Figure 1. Wiring by layer.
Scale: 3 px per um.
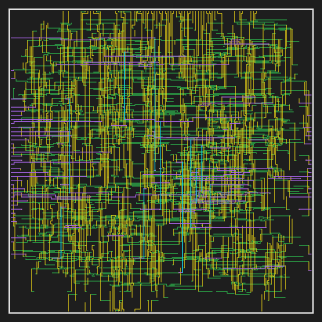
Figure 2. Clock network drawn from the DEF.
Scale: 4 px per um.
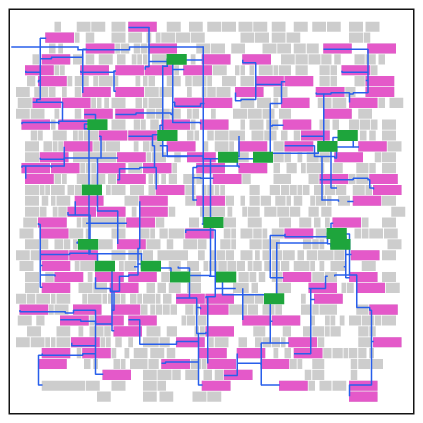
===== config.mk =====
export PLATFORM = sky130hd
export DESIGN_NAME = qbus_slv
export DESIGN_NICKNAME = d
export VERILOG_FILES = /design/src/rtl/qbus_pkg.sv /design/src/rtl/qbus_tty_tmr.sv /design/src/rtl/qbus_slv.sv
export SDC_FILE = /design/constraint.sdc
export NUM_CORES = 1
export LEC_CHECK = 0
export CORE_MARGIN = 1
export CORE_UTILIZATION = 52
export CTS_BUF_LIST = sky130_fd_sc_hd__clkbuf_8
export CTS_CLUSTER_DIAMETER = 60
export DETAILED_ROUTE_END_ITERATION = 8
export GPL_ROUTABILITY_DRIVEN = 1
export PLACE_DENSITY_LB_ADDON = 0.2
export SLEW_MARGIN = 0
export SYNTH_ARGS = -nofsm -noshare
export SYNTH_HDL_FRONTEND = slang
export SYNTH_SLANG_ARGS = --single-unit

===== constraint.sdc =====
create_clock -name clk -period 2.73 [get_ports clk]
set_clock_uncertainty 0.1 [all_clocks]
set_input_delay 0.6825 -clock clk [delete_from_list [all_inputs] [get_ports clk]]
set_output_delay 0.6825 -clock clk [all_outputs]
set_load 0.05 [all_outputs]

===== src/rtl/qbus_pkg.sv =====
// Shared definitions for the QBUS slave: FSM states, I/O register addresses
// and the byte-lane merge helper.
package qbus_pkg;

  typedef enum logic [2:0] {
    S_IDLE,
    S_ADDR,
    S_RD_RAM,
    S_RD_DATA,
    S_WR,
    S_IACK,
    S_REPLY,
    S_HOLD
  } state_t;

  localparam logic [15:0] RAM_LIMIT = 16'o100000;
  localparam logic [12:0] TTY_RCSR  = 13'o17560;
  localparam logic [12:0] TTY_RBUF  = 13'o17562;
  localparam logic [12:0] TTY_XCSR  = 13'o17564;
  localparam logic [12:0] TTY_XBUF  = 13'o17566;
  localparam logic [12:0] DISP_ADDR = 13'o17714;

  function automatic logic [15:0] merge_bytes(input logic [15:0] old_v,
                                              input logic [15:0] wd,
                                              input logic [1:0]  we);
    return {we[1] ? wd[15:8] : old_v[15:8], we[0] ? wd[7:0] : old_v[7:0]};
  endfunction

endpackage


===== src/rtl/qbus_tty_tmr.sv =====
// Terminal transmitter busy timer and vectored-interrupt pending logic.
module qbus_tty_tmr #(
  parameter int TX_DLY = 500
) (
  input  logic clk,
  input  logic rst,
  input  logic csr_we,
  input  logic csr_ie,
  input  logic xbuf_we,
  input  logic iack,
  output logic tx_rdy,
  output logic tx_ie,
  output logic virq_n
);

  localparam int CW = $clog2(TX_DLY + 1);

  logic [CW-1:0] cnt;
  logic          pend;
  logic          done;

  assign done   = !tx_rdy && (cnt == '0);
  assign virq_n = ~(tx_rdy & tx_ie & pend);

  always_ff @(posedge clk) begin
    if (rst) begin
      tx_rdy <= 1'b1;
      tx_ie  <= 1'b0;
      pend   <= 1'b0;
      cnt    <= '0;
    end else begin
      if (csr_we)
        tx_ie <= csr_ie;
      // A character write reloads the count even while a previous one is running.
      if (xbuf_we) begin
        tx_rdy <= 1'b0;
        cnt    <= CW'(TX_DLY - 1);
      end else if (done) begin
        tx_rdy <= 1'b1;
      end else if (!tx_rdy) begin
        cnt <= cnt - CW'(1);
      end
      if (iack || xbuf_we)
        pend <= 1'b0;
      else if ((csr_we && csr_ie && tx_rdy) || (done && tx_ie))
        pend <= 1'b1;
    end
  end

endmodule


===== src/rtl/qbus_slv.sv =====
// QBUS slave: RAM window, console transmitter registers, display register
// and vectored interrupt for the transmitter.
module qbus_slv
  import qbus_pkg::*;
#(
  parameter int          RPLY_DLY = 1,
  parameter int          TX_DLY   = 500,
  parameter logic [15:0] VECTOR   = 16'o000064
) (
  input  logic        clk,
  input  logic        rst,
  input  logic [15:0] ad_in,
  output logic [15:0] ad_out,
  output logic        ad_oe,
  input  logic        sync_n,
  input  logic        din_n,
  input  logic        dout_n,
  input  logic        wtbt_n,
  input  logic        bs_n,
  input  logic        iako_n,
  output logic        rply_n,
  output logic        virq_n,
  output logic [13:0] ram_a,
  output logic [15:0] ram_wd,
  input  logic [15:0] ram_rd,
  output logic        ram_re,
  output logic [1:0]  ram_we,
  output logic [7:0]  tty_data,
  output logic        tty_stb,
  output logic [15:0] disp
);

  localparam int DW = $clog2(RPLY_DLY + 1) + 1;

  state_t        state;
  logic [15:0]   ad_r, addr, io_rdata;
  logic          sync_r, sync_q, din_r, dout_r, wtbt_r, bs_r, iako_r;
  logic          io, rd_wait, rx_ie, csr_we, csr_ie, iack;
  logic          tx_rdy, tx_ie;
  logic          ram_sel, tty_sel, disp_sel, sel, sync_fall, sync_rise;
  logic [1:0]    we_lanes;
  logic [DW-1:0] dly;

  always_ff @(posedge clk) begin
    if (rst) begin
      ad_r   <= '0;
      sync_r <= 1'b1;
      sync_q <= 1'b1;
      din_r  <= 1'b1;
      dout_r <= 1'b1;
      wtbt_r <= 1'b1;
      bs_r   <= 1'b1;
      iako_r <= 1'b1;
    end else begin
      ad_r   <= ad_in;
      sync_r <= sync_n;
      sync_q <= sync_r;
      din_r  <= din_n;
      dout_r <= dout_n;
      wtbt_r <= wtbt_n;
      bs_r   <= bs_n;
      iako_r <= iako_n;
    end
  end

  assign sync_fall = sync_q & ~sync_r;
  assign sync_rise = ~sync_q & sync_r;
  assign ram_a     = addr[14:1];
  assign ram_sel   = !io && (addr < RAM_LIMIT);
  assign tty_sel   = io && (addr[12:3] == TTY_RCSR[12:3]);
  assign disp_sel  = io && (addr[12:1] == DISP_ADDR[12:1]);
  assign sel       = ram_sel | tty_sel | disp_sel;
  assign we_lanes  = wtbt_r ? 2'b11 : {addr[0], ~addr[0]};

  always_comb begin
    io_rdata = '0;
    if (disp_sel)
      io_rdata = disp;
    else
      case ({addr[12:1], 1'b0})
        TTY_RCSR: io_rdata = {9'b0, rx_ie, 6'b0};
        TTY_XCSR: io_rdata = {8'b0, tx_rdy, tx_ie, 6'b0};
        TTY_RBUF: io_rdata = '0;
        default:  io_rdata = '0;
      endcase
  end

  always_ff @(posedge clk) begin
    if (rst) begin
      state    <= S_IDLE;
      rply_n   <= 1'b1;
      ad_oe    <= 1'b0;
      ad_out   <= '0;
      ram_re   <= 1'b0;
      ram_we   <= '0;
      ram_wd   <= '0;
      tty_stb  <= 1'b0;
      tty_data <= '0;
      csr_we   <= 1'b0;
      csr_ie   <= 1'b0;
      iack     <= 1'b0;
      rx_ie    <= 1'b0;
      disp     <= '0;
      addr     <= '0;
      io       <= 1'b0;
      dly      <= '0;
      rd_wait  <= 1'b0;
    end else begin
      ram_re  <= 1'b0;
      ram_we  <= '0;
      tty_stb <= 1'b0;
      csr_we  <= 1'b0;
      iack    <= 1'b0;
      if (state != S_IDLE && sync_rise) begin
        state  <= S_IDLE;
        rply_n <= 1'b1;
        ad_oe  <= 1'b0;
      end else begin
        case (state)
          S_IDLE:
            if (sync_fall) begin
              addr  <= ad_r;
              io    <= ~bs_r;
              state <= S_ADDR;
            end else if (sync_r && !din_r && !iako_r) begin
              // Only a pending request answers; otherwise park until DIN clears.
              if (!virq_n) begin
                ad_out <= VECTOR;
                ad_oe  <= 1'b1;
                iack   <= 1'b1;
                dly    <= '0;
                state  <= S_RD_DATA;
              end else begin
                state <= S_IACK;
              end
            end
          S_ADDR:
            if (!din_r && sel) begin
              if (ram_sel) begin
                ram_re  <= 1'b1;
                rd_wait <= 1'b1;
                state   <= S_RD_RAM;
              end else begin
                ad_out <= io_rdata;
                ad_oe  <= 1'b1;
                dly    <= '0;
                state  <= S_RD_DATA;
              end
            end else if (!dout_r && sel) begin
              state <= S_WR;
              if (ram_sel) begin
                ram_we <= we_lanes;
                ram_wd <= ad_r;
              end else if (disp_sel) begin
                disp <= merge_bytes(disp, ad_r, we_lanes);
              end else begin
                case ({addr[12:1], 1'b0})
                  TTY_RCSR: rx_ie <= ad_r[6];
                  TTY_XCSR: begin
                    csr_we <= 1'b1;
                    csr_ie <= ad_r[6];
                  end
                  TTY_XBUF: begin
                    tty_stb  <= 1'b1;
                    tty_data <= ad_r[7:0];
                  end
                  default: ;
                endcase
              end
            end
          S_RD_RAM:
            // First cycle lets the RAM sample ram_re; data is valid in the second.
            if (rd_wait) begin
              rd_wait <= 1'b0;
            end else begin
              ad_out <= ram_rd;
              ad_oe  <= 1'b1;
              dly    <= '0;
              state  <= S_RD_DATA;
            end
          S_RD_DATA:
            if (dly == DW'(RPLY_DLY - 1)) begin
              rply_n <= 1'b0;
              state  <= S_REPLY;
            end else begin
              dly <= dly + DW'(1);
            end
          S_WR: begin
            rply_n <= 1'b0;
            state  <= S_REPLY;
          end
          S_IACK:
            if (din_r) state <= S_IDLE;
          S_REPLY:
            if (din_r && dout_r) begin
              rply_n <= 1'b1;
              ad_oe  <= 1'b0;
              state  <= S_HOLD;
            end
          S_HOLD:
            if (sync_r) state <= S_IDLE;
          default: state <= S_IDLE;
        endcase
      end
    end
  end

  qbus_tty_tmr #(.TX_DLY(TX_DLY)) u_tmr (
    .clk     (clk),
    .rst     (rst),
    .csr_we  (csr_we),
    .csr_ie  (csr_ie),
    .xbuf_we (tty_stb),
    .iack    (iack),
    .tx_rdy  (tx_rdy),
    .tx_ie   (tx_ie),
    .virq_n  (virq_n)
  );

endmodule


==> flow_summary.html <==
<h3>Flow metrics</h3>
<table>
<tr><th>Metric</th><th>Value</th></tr>
<tr><th colspan="2">GRT</th></tr>
<tr><td>Grt total ovfl</td><td>0</td></tr>
<tr><td>Met2 Use GR</td><td>46.6%</td></tr>
<tr><td>Global-route track usage on met1</td><td>34.0%</td></tr>
<tr><td>Layer with the highest usage after global routing</td><td>met2</td></tr>
<tr><td>First-pass GRT wire length</td><td>roughly 22000 um</td></tr>
<tr><td>Via count of the first global-routing pass</td><td>4324</td></tr>
<tr><th colspan="2">Route</th></tr>
<tr><td>Initial DRC Count</td><td>between 200 and 300</td></tr>
<tr><td>Met1 layer wirelength in the final routing</td><td>5630 um</td></tr>
<tr><td>Ratio of routed vias to standard cells</td><td>5.68</td></tr>
<tr><td>WL per Instance</td><td>about 17 um</td></tr>
<tr><td>Routed wl met2</td><td>6840 um</td></tr>
<tr><th colspan="2">Placed design</th></tr>
<tr><td>Placed cell area</td><td>between 6000 and 7000 sq um</td></tr>
<tr><td>Gp weighted congestion</td><td>roughly 0.94</td></tr>
<tr><td>Inst Count DP</td><td>782</td></tr>
<tr><th colspan="2">Hold path</th></tr>
<tr><td>Critical hold path startpoint</td><td>bs_r$_SDFF_PP1_</td></tr>
<tr><th colspan="2">Synth</th></tr>
<tr><td>Arithmetic-cell share of the synthesized area counting full adders, half adders and majority gates</td><td>0.494%</td></tr>
<tr><td>Top cell types by occurrence after synthesis</td><td>124 x dfxtp_1, 76 x nand2_1, 64 x a21oi_1</td></tr>
<tr><td>Count of flip-flops with a built-in enable after synthesis</td><td>0</td></tr>
<tr><td>Share of synthesized registers carrying an async set or reset</td><td>0%</td></tr>
<tr><td>Post-synth area from yosys stat</td><td>5070 sq um</td></tr>
<tr><td>Fraction of the yosys area taken by sequential cells</td><td>49.0%</td></tr>
<tr><td>Synthesized registers</td><td>between 100 and 150</td></tr>
<tr><td>Count leader, synth</td><td>dfxtp_1</td></tr>
<tr><th colspan="2">Worst setup path</th></tr>
<tr><td>Required time of the worst setup path</td><td>approximately 2 ns</td></tr>
<tr><td>Setup crit end</td><td>virq_n</td></tr>
<tr><td>Category of the most critical setup path</td><td>flop to output pin</td></tr>
<tr><td>Largest delay share family, worst path</td><td>buffers and inverters</td></tr>
<tr><th colspan="2">Finish</th></tr>
<tr><td>Relative area change from synthesis to final layout</td><td>32.8%</td></tr>
<tr><td>Most frequent cells in the layout</td><td>124 x dfxtp_1, 115 x clkdlybuf4s50_1, 76 x nand2_1</td></tr>
<tr><td>Area occupied by multi-input gates</td><td>between 2000 and 2500 sq um</td></tr>
<tr><td>Final instance count without filler cells</td><td>814</td></tr>
<tr><th colspan="2">Clock network</th></tr>
<tr><td>CTS resizes</td><td>0</td></tr>
<tr><td>Clk sink count</td><td>124</td></tr>
<tr><td>Register clock-pin slew on the reported worst setup and hold paths</td><td>0.08 ns</td></tr>
<tr><th colspan="2">Final timing</th></tr>
<tr><td>Final Worst Setup Slack</td><td>0.0987 ns</td></tr>
<tr><td>Max Slew Vio Count</td><td>0</td></tr>
<tr><th colspan="2">Power and ir drop</th></tr>
<tr><td>Worst VDD drop</td><td>0.397 mV</td></tr>
<tr><td>Post-layout total power</td><td>0.00537 W</td></tr>
<tr><td>Leakage Power</td><td>2.34 nW</td></tr>
<tr><th colspan="2">Die</th></tr>
<tr><td>Width of the die</td><td>101 um</td></tr>
<tr><td>Count of standard-cell rows</td><td>35</td></tr>
<tr><th colspan="2">Status</th></tr>
<tr><td>Outcome</td><td>completed</td></tr>
</table>
Back to the opening pictures, Figure 1:
| color | layer | wire length |
|---|---|---|
| purple | met3 | 1080 um |
| green | met1 | 5630 um |
| cyan | met4 | 273 um |
| yellow | met2 | 6840 um |

Back to the opening pictures, Figure 2:
[green] cells driving clock nets | count: 17
[magenta] flip-flops | count: 124
[blue] clock wires | length: 1400 um
flops lie: all over the die
routed clock nets: 18

-- power by group --
part           leakage [nW]  total [W]  internal (W)  switching (W)
clock network         0.214    0.00176      0.000938       0.000822
logic                  1.12    0.00151      0.000554       0.000954
registers              1.01    0.00211       0.00197       0.000137
-- layout make-up --
| type | instances | share of cell area [%] |
|---|---|---|
| Inverter | 11 | 0.613 |
| Multi-Input combinational cell | 384 | 34.5 |
| Timing Repair Buffer | 134 | 19.2 |
| Clock buffer | 17 | 3.48 |
| Clock inverter | 15 | 2.97 |
| Sequential cell | 124 | 36.9 |
| Tap cell | 129 | 2.40 |
-- flip-flops by register name (all words and copies together), names as in the netlist, 2 cells and up --
name / flops
ad_out: 16
ad_r: 16
addr: 16
disp: 16
ram_wd: 16
u_tmr.cnt: 9
tty_data: 8
state: 3
dly: 2
ram_we: 2
Power is estimated from default activity; no workload was simulated.
